--- src/rtl/riscv_pkg.sv ---
// Shared RV32 decode constants, ALU operation codes and issue-slot state.
package riscv_pkg;

    localparam int XLEN = 32;
    localparam int NREG = 32;

    localparam logic [6:0] OP_REG  = 7'b0110011;
    localparam logic [6:0] OP_LOAD = 7'b0000011;
    localparam logic [6:0] OP_IMM  = 7'b0010011;

    localparam logic [2:0] F3_ADD = 3'b000;
    localparam logic [2:0] F3_LW  = 3'b010;

    localparam logic [6:0] F7_BASE = 7'b0000000;
    localparam logic [6:0] F7_MUL  = 7'b0000001;

    localparam logic [6:0] ALU_ADD  = 7'd0;
    localparam logic [6:0] ALU_MUL  = 7'd2;
    localparam logic [6:0] ALU_LW   = 7'd3;
    localparam logic [6:0] ALU_ADDI = 7'd4;

    typedef enum logic {
        ST_EMPTY,
        ST_HELD
    } state_e;

    function automatic logic [XLEN-1:0] sext12(input logic [11:0] imm);
        return {{(XLEN-12){imm[11]}}, imm};
    endfunction

endpackage

--- src/rtl/reg_file.sv ---
// 2-read/1-write register file; x0 reads zero, writes bypass to same-cycle reads.
module reg_file
    import riscv_pkg::*;
(
    input  logic            clk,
    input  logic            rst,
    input  logic [4:0]      ra1_i,
    output logic [XLEN-1:0] rd1_o,
    input  logic [4:0]      ra2_i,
    output logic [XLEN-1:0] rd2_o,
    input  logic            we_i,
    input  logic [4:0]      wa_i,
    input  logic [XLEN-1:0] wd_i
);

    logic [XLEN-1:0] regs_q [NREG];
    logic            wr_ok;

    assign wr_ok = we_i && (wa_i != 5'd0);

    always_ff @(posedge clk or posedge rst) begin
        if (rst) begin
            for (int i = 0; i < NREG; i++) regs_q[i] <= '0;
        end else if (wr_ok) begin
            regs_q[wa_i] <= wd_i;
        end
    end

    always_comb begin
        rd1_o = regs_q[ra1_i];
        rd2_o = regs_q[ra2_i];
        if (wr_ok && wa_i == ra1_i) rd1_o = wd_i;
        if (wr_ok && wa_i == ra2_i) rd2_o = wd_i;
        if (ra1_i == 5'd0) rd1_o = '0;
        if (ra2_i == 5'd0) rd2_o = '0;
    end

endmodule

--- src/rtl/decode_issue.sv ---
// Decode/operand-fetch stage: single-entry slot, scoreboard hazard stall,
// registered operand/opcode issue to the ALU.
module decode_issue
    import riscv_pkg::*;
(
    input  logic            clk,
    input  logic            rst,
    input  logic            in_valid,
    output logic            in_ready,
    input  logic [31:0]     in_instr,
    input  logic            wb_en,
    input  logic [4:0]      wb_rd,
    input  logic [XLEN-1:0] wb_data,
    output logic            out_valid,
    output logic [XLEN-1:0] datain,
    output logic [XLEN-1:0] datain2,
    output logic [6:0]      opcode,
    output logic [4:0]      out_rd,
    output logic            illegal
);

    state_e          state_q, state_d;
    logic [31:0]     instr_q, instr_d;
    logic [NREG-1:0] busy_q, busy_d;

    logic            out_valid_q, illegal_q;
    logic [XLEN-1:0] opa_q, opb_q;
    logic [6:0]      alu_q;
    logic [4:0]      rd_q;

    logic [4:0]      rs1, rs2, rd;
    logic [6:0]      op, f7;
    logic [2:0]      f3;
    logic [XLEN-1:0] rdata1, rdata2, opb;
    logic            is_add, is_mul, is_lw, is_addi;
    logic            legal, rtype;
    logic [6:0]      alu;
    logic [NREG-1:0] wb_clr, busy_eff;
    logic            held, hazard, issue, drop, accept;

    assign op  = instr_q[6:0];
    assign rd  = instr_q[11:7];
    assign f3  = instr_q[14:12];
    assign rs1 = instr_q[19:15];
    assign rs2 = instr_q[24:20];
    assign f7  = instr_q[31:25];

    reg_file u_rf (
        .clk   (clk),
        .rst   (rst),
        .ra1_i (rs1),
        .rd1_o (rdata1),
        .ra2_i (rs2),
        .rd2_o (rdata2),
        .we_i  (wb_en),
        .wa_i  (wb_rd),
        .wd_i  (wb_data)
    );

    assign is_add  = op == OP_REG  && f3 == F3_ADD && f7 == F7_BASE;
    assign is_mul  = op == OP_REG  && f3 == F3_ADD && f7 == F7_MUL;
    assign is_lw   = op == OP_LOAD && f3 == F3_LW;
    assign is_addi = op == OP_IMM  && f3 == F3_ADD;

    always_comb begin
        legal = 1'b1;
        rtype = 1'b0;
        alu   = ALU_ADD;
        unique case (1'b1)
            is_add:  begin rtype = 1'b1; alu = ALU_ADD;  end
            is_mul:  begin rtype = 1'b1; alu = ALU_MUL;  end
            is_lw:   alu = ALU_LW;
            is_addi: alu = ALU_ADDI;
            default: legal = 1'b0;
        endcase
    end

    assign opb = rtype ? rdata2 : sext12(instr_q[31:20]);

    // A writeback landing this cycle already releases its register.
    assign wb_clr   = (wb_en && wb_rd != 5'd0) ? (NREG'(1) << wb_rd) : '0;
    assign busy_eff = busy_q & ~wb_clr;

    assign hazard = (rs1 != 5'd0 && busy_eff[rs1])
                  | (rtype && rs2 != 5'd0 && busy_eff[rs2])
                  | (rd != 5'd0 && busy_eff[rd]);

    assign held     = state_q == ST_HELD;
    assign issue    = held && legal && !hazard;
    assign drop     = held && !legal;
    assign in_ready = !held || issue || drop;
    assign accept   = in_valid && in_ready;

    always_comb begin
        state_d = state_q;
        instr_d = instr_q;
        if (accept) begin
            state_d = ST_HELD;
            instr_d = in_instr;
        end else if (issue || drop) begin
            state_d = ST_EMPTY;
        end
    end

    always_comb begin
        busy_d = busy_eff;
        if (issue && rd != 5'd0) busy_d[rd] = 1'b1;
    end

    always_ff @(posedge clk or posedge rst) begin
        if (rst) begin
            state_q     <= ST_EMPTY;
            instr_q     <= '0;
            busy_q      <= '0;
            out_valid_q <= 1'b0;
            illegal_q   <= 1'b0;
            opa_q       <= '0;
            opb_q       <= '0;
            alu_q       <= '0;
            rd_q        <= '0;
        end else begin
            state_q     <= state_d;
            instr_q     <= instr_d;
            busy_q      <= busy_d;
            out_valid_q <= issue;
            illegal_q   <= drop;
            if (issue) begin
                opa_q <= rdata1;
                opb_q <= opb;
                alu_q <= alu;
                rd_q  <= rd;
            end
        end
    end

    assign out_valid = out_valid_q;
    assign illegal   = illegal_q;
    assign datain    = opa_q;
    assign datain2   = opb_q;
    assign opcode    = alu_q;
    assign out_rd    = rd_q;

endmodule

--- config.mk ---
export PLATFORM = sky130hd
export DESIGN_NAME = decode_issue
export DESIGN_NICKNAME = d
export VERILOG_FILES = /design/src/rtl/riscv_pkg.sv /design/src/rtl/reg_file.sv /design/src/rtl/decode_issue.sv
export SDC_FILE = /design/constraint.sdc
export NUM_CORES = 2
export LEC_CHECK = 0
export CORE_ASPECT_RATIO = 0.75
export CORE_UTILIZATION = 56
export CTS_CLUSTER_DIAMETER = 100
export CTS_CLUSTER_SIZE = 12
export DETAILED_ROUTE_END_ITERATION = 8
export HOLD_SLACK_MARGIN = 0.1
export PLACE_DENSITY = 0.73
export SETUP_SLACK_MARGIN = 0.5
export SYNTH_ARGS = -nofsm -noshare
export SYNTH_HDL_FRONTEND = slang
export SYNTH_SLANG_ARGS = --single-unit
--- constraint.sdc ---
create_clock -name clk -period 56.2 [get_ports clk]
set_input_delay 11.24 -clock clk [delete_from_list [all_inputs] [get_ports clk]]
set_output_delay 11.24 -clock clk [all_outputs]
set_load 0.005 [all_outputs]
**Met1 routing**

The bar under the picture is 100 um long. Supply wires on this layer in gray.
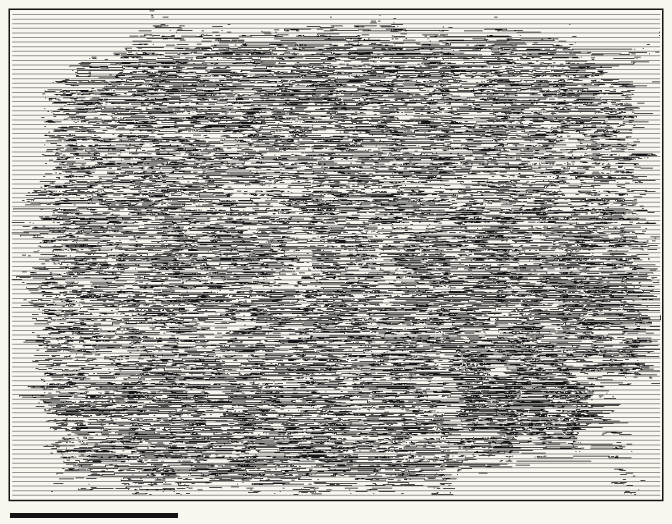
longest straight run	111 um
main direction	horizontal

**The metal 2 layer**

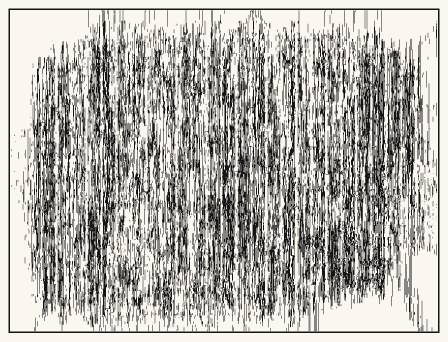
wire length on this layer	81.4 mm
longest straight run	125 um
main direction	vertical
nets with wire on the layer	3885
vias: 41.1k
total routed wirelength: 181 mm
GR Layer Usage met2: 47.3%

**Met3 routing**

The bar under the picture is 100 um long. Cells faint in the background.
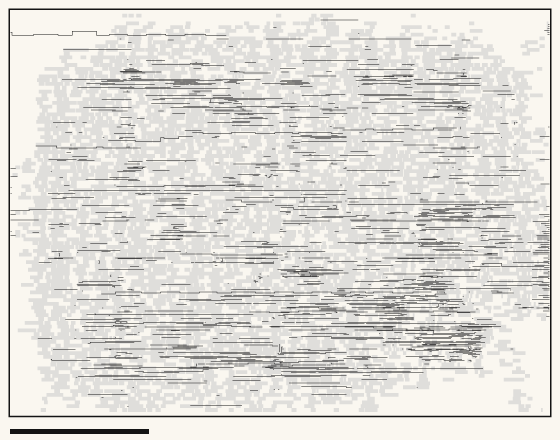
nets with wire on the layer	460
longest straight run	131 um
wire length on this layer	16300 um
main direction	horizontal

==> summary.txt <==
The flow completed. The launch point of the worst register-to-register path is recorded as instr_q[16]. Filler-free cell count of the finished design landed at 5761. Area share of and/or/nand/nor cells after synthesis landed at 3.12%. Initial antenna violation count landed at 3.

The share of synthesized area in the top cell type comes to 46.6%. The vertical die dimension reported for this design is 291 um. Hold-check failures listed in the final report amount to 0. Summing the areas of all compound-gate instances in the mapped netlist gives 6.51% of the synthesized area. Per the synthesis report, the number of distinct cell types is 74. The commonest register cell is sky130_fd_sc_hd__dfrtp_1. STA lists the startpoint of the worst hold path as u_rf.regs_q[1000]. After the last flow step, the layout net total stands at 4378.

For the worst reg-to-reg path, the endpoint reported by OpenROAD is datain2[15]. Wire length per cell after detailed routing landed at 31.3 um. The warning tally printed by Yosys for this design is 0. The end-of-flow timing check tallies setup violations at 0. The most common logic cell in the final layout is sky130_fd_sc_hd__dfrtp_1. For flop-to-flop paths, the worst setup slack is 49.42 ns. Post-CTS repair ended up resizing 0 cells.

Among the non-sequential cells, multiplexers take the most area. The chip area line in the Yosys stat output reads 62400 um2. Post-synthesis share of cell area spent on xor and xnor gates landed at 0.183%. Signal routing reaches up to met5. Met3 layer wire length in the routed design landed at 16.3 mm. The flow ran to the end, and the final reports show no timing, DRC or antenna violations. Switching fraction of total power landed at 28.8%. Across the run, the number of max-cap violations was 0. Power spent charging and discharging nets landed at 656 uW. Looking at the max-slew report, the worst-margin pin has a slew of 1.21 ns.

Area share of buffers outside the clock network landed at 3.36%. Once routing completed, OpenROAD measured the worst setup slack at 29.11 ns. Sequential cells make up 43.2% of the cell area. Yosys instantiated no cell more often than sky130_fd_sc_hd__dfrtp_1. The most critical setup path has its startpoint at wb_rd[2]. TritonCTS built the clock tree.

Multi-input combinational cell count landed at 2775. Required time at the worst-slack endpoint landed at 44.96 ns. The worst register-to-register path depth is 11. For this run, the top clock speed supported by timing is 0.0369 GHz. The first global-routing pass estimated 273 mm of wire. Area of combinational cells with multiple inputs landed at 31400 um2. Starting density of the core landed at 56.7%. Count of flip-flops with a built-in enable after synthesis landed at 0. The detail route stage leaves a number of antenna-violating nets equal to 0. The first detailed-routing pass ran for 7 iterations. Setup repair after global routing left no endpoint under its margin. For hold timing, the worst endpoint is u_rf.regs_q[1000].

Post-synthesis mux area share landed at 40.1%. The total area inside the core boundary comes to 110000 um2. Worst slew margin relative to its limit landed at 18.8%.
-- power groups by stage --
stage               logic, mW  clock network [mW]  registers (mW)
finish                  0.519               0.657            1.10
global route            0.554               0.698            1.12
CTS                     0.518               0.667            1.10
detailed placement      0.516                   0            1.11
global placement        0.504                   0            1.10
floorplan               0.417                   0            1.07
-- registers in the layout, summed over array words and instances (netlist names) --
signal and flops:
u_rf.regs_q 1024, busy_q 32, datain2 32, datain 32, instr_q 32, out_rd 5, opcode 3, held 1
illegal 1, out_valid 1
-- cell families after synthesis --
family          count (synthesis)
compound gates                564
xor+xnor                       13
buf+inv                       523
flops                        1163
mux                          1779
other cells                     1
simple gates                  415
Power figures rest on the tool's default switching activity, not on a simulated workload.
